ff_map.png
(1.5 px per µm) Other sequential cells in the stronger gray, the rest of the logic in the fainter gray.
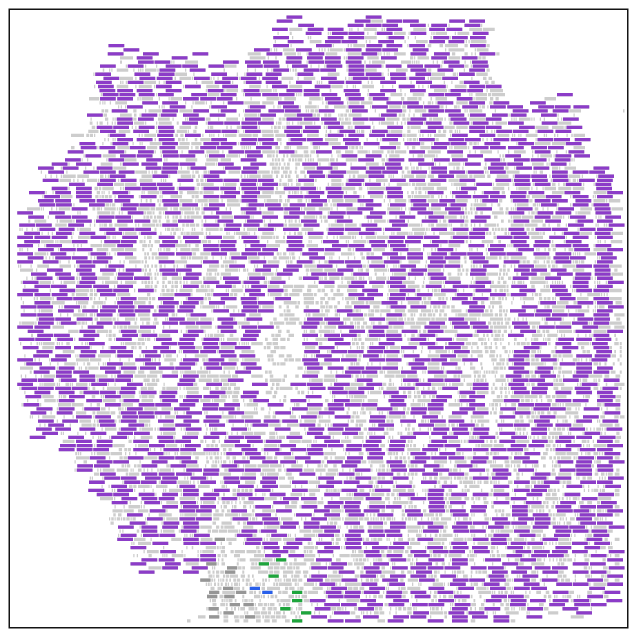
placed.png
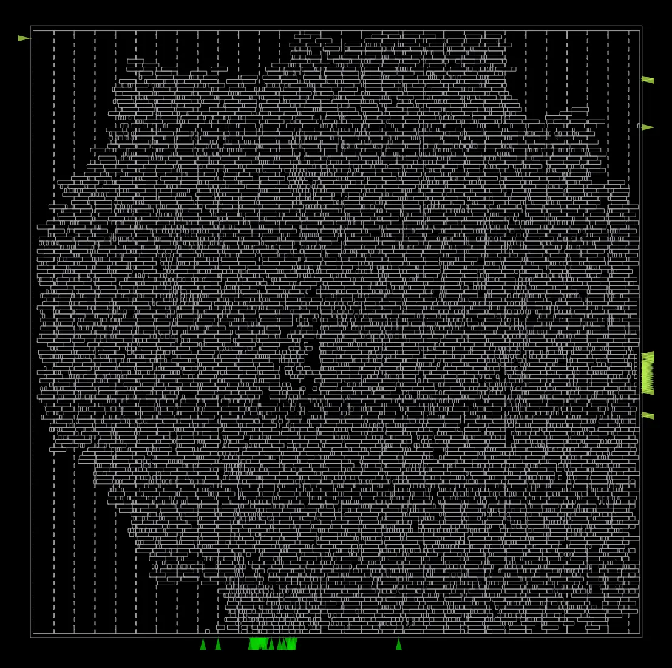
layers.png
(1 px per µm) Only two layers are drawn.
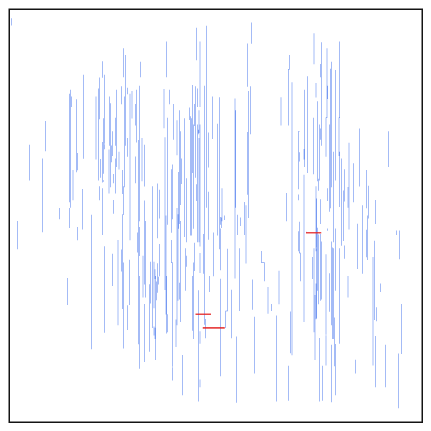
route_heat.png
(1 px per µm) The die is cut into 21 by 21 equal tiles; dark blue is low, red is high, scaled to the fullest tile. Values are wire area over tile area, all layers added.
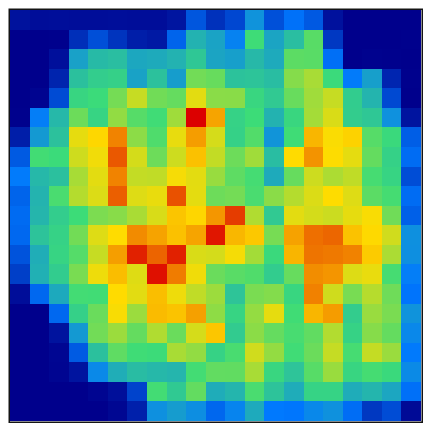
==> config.mk <==
export PLATFORM = sky130hd
export DESIGN_NAME = imem_boot_loader_flat
export DESIGN_NICKNAME = d
export VERILOG_FILES = /design/src/rtl/imem_boot_loader_if.sv /design/src/rtl/imem_boot_loader.sv /design/src/flat_wrapper.sv
export SDC_FILE = /design/constraint.sdc
export NUM_CORES = 2
export LEC_CHECK = 0
export CAP_MARGIN = 25
export CORE_MARGIN = 1.5
export CORE_UTILIZATION = 54
export CTS_BUF_LIST = sky130_fd_sc_hd__clkbuf_16
export DETAILED_ROUTE_END_ITERATION = 6
export PLACE_DENSITY = 0.7
export SETUP_SLACK_MARGIN = 0.02
export SLEW_MARGIN = 20
export SYNTH_ARGS = -nofsm -noshare
export SYNTH_HDL_FRONTEND = slang
export SYNTH_SLANG_ARGS = --single-unit
==> constraint.sdc <==
create_clock -name CLK -period 3.3 [get_ports CLK]
set_clock_uncertainty 0.1 [all_clocks]
set_input_delay 0.495 -clock CLK [delete_from_list [all_inputs] [get_ports CLK]]
set_output_delay 0.495 -clock CLK [all_outputs]
set_load 0.005 [all_outputs]
==> GITHUB_STEP_SUMMARY <==
## Synthesis and layout report

| Metric | Value |
|---|---|
| Slowest CP cell | mux4_2 |
| WP depth | 7 |
| Min Tclk post-route | about 4.1 ns |
| Asr flop ratio synth | 0 |
| Crit-path max cell delay | between 0.5 and 0.6 ns |
| Adder share | 0.0008335 |
| Port bufs | between 40 and 50 |
| R2R setup slack | around 0.28 ns |
| CTS H-tree lvls | 4 |
| RSZ-0062 raised after global routing | true |
| Setup Crit Path Kind | reg2out |
| Ant. Diodes | 0 |
| Top Usage Layer GRT | met2 |
| Status | finished with violations |
| Setup-failing EPs final | 16 |
| Hold Crit Depth | 3 |
| Failing checks | negative setup slack |
| Yosys simple share | 0.1303 |
| Setup WS post-layout | -0.7519 ns |
| Chip Width | roughly 410 µm |
| CP cell instances | mux4_2 > nand2_4 > nand4_1 > buf_4 > or3_4 > o41a_1 > buf_2 |
| Initial Util | 0.5447 |
| Final Cycle Share | 1.228 |
| Post-Syn Nets | between 6000 and 7000 |
| Drc violations | 0 |
| Vias in the first global route | 56130 |
| Worst-margin pin slew | 0.9582 ns |
| Area fraction in xor and xnor cells | 0.0005835 |
| Layout area overhead | 17.37% |
| Reg2reg path depth | 11 |
| Iteration-0 DRC Markers | a little under 9000 |
| Mapped Cells | between 6000 and 7000 |
| Most common logic cells in the final layout | 2073 x nor2_1, 2048 x edfxtp_1, 477 x buf_4, 399 x mux4_2 |
About ff_map.png:
u_core.state_q: marked blue, placed flops 2. u_core.hi_q: marked green, placed flops 8, where south. u_core.mem: marked purple, placed flops 2048, where all over the die.
Another 16 sequential cells are not colored.
sequential group power: 0.0305 W
Sequential Area: 62020 µm²
Final Util: 0.6393

About placed.png:
fillers: 11600
std cell rows: 149
TAP cells: 2189
core area: 165400 µm²

About layers.png:
M5: marked red, wire length 47.8 µm. M4: marked blue, wire length 14500 µm.
Detailed Route WL: 263.9 mm
gr usage total: 0.3110
mean routed wirelength per cell: 28.68 µm

About route_heat.png:
The mean over all tiles is 0.27. 50% of the tiles are over half the peak. The fullest tile reaches 0.59. The emptiest ninth of the die: south-west.
Vias: 58080

[cells in the mapped netlist, types with 4 or more instances]
cell,count
nor2b_1,38
nor3b_1,6
ha_1,6
edfxtp_1,2048
a21oi_1,86
nand2_1,206
and3_1,6
mux2i_1,196
mux4_2,399
a22oi_1,157
and2_1,10
nor2_1,2076
a31oi_1,18
buf_6,16
o41a_1,15
xnor2_1,4
nor3_1,10
nand4_1,79
buf_1,35
a22o_1,9
nand3_1,199
buf_4,19
dfxtp_1,26
nand2b_1,152
inv_1,20
clkbuf_1,467
buf_2,85
a211oi_1,33
or3_1,16
o21ai_0,37
[layout make-up]
cell class / count / area [µm²]
multi-input combinational: 3798 / 26120
fill: 11600 / 59650
clock buffer: 207 / 5180
clock inverter: 170 / 1256
sequential: 2074 / 62020
inverter: 20 / 75.07
tap: 2189 / 2739
timing repair buffer: 743 / 8320
[report_power, final]
part	internal (W)	switching [W]	leakage (nW)	total [W]
combinational	0.00220	0.00333	11.1	0.00553
clock	0.0125	0.0100	3.34	0.0226
sequential	0.0301	0.000387	19.8	0.0305
total	0.0449	0.0137	34.2	0.0586
[cells by family after synthesis]
family | after synthesis
and+or+nand+nor | 2821
DFF | 2074
buffers and inverters | 642
muxes | 597
AOI/OAI and AO/OA | 367
adders and majority gates | 6
xor gates and xnor gates | 6
other | 1
[metal layers]
metal | share of wire | vias to the layer above
met5 | 0.00018 | -
met4 | 0.055 | 6
met3 | 0.11 | 616
met2 | 0.47 | 3675
met1 | 0.36 | 29350
li1 | - | 24430
[what timing repair did]
action / CTS / global route
gates resized: 176 / 22
cloned: 0 / 1
buffers inserted: 8 / 2
endpoints found under the hold margin: 0 / 0
pin swaps: 87 / 43
endpoints found under the setup margin: 17 / 16
No activity file was given, so power comes from the tool's default toggle rates.
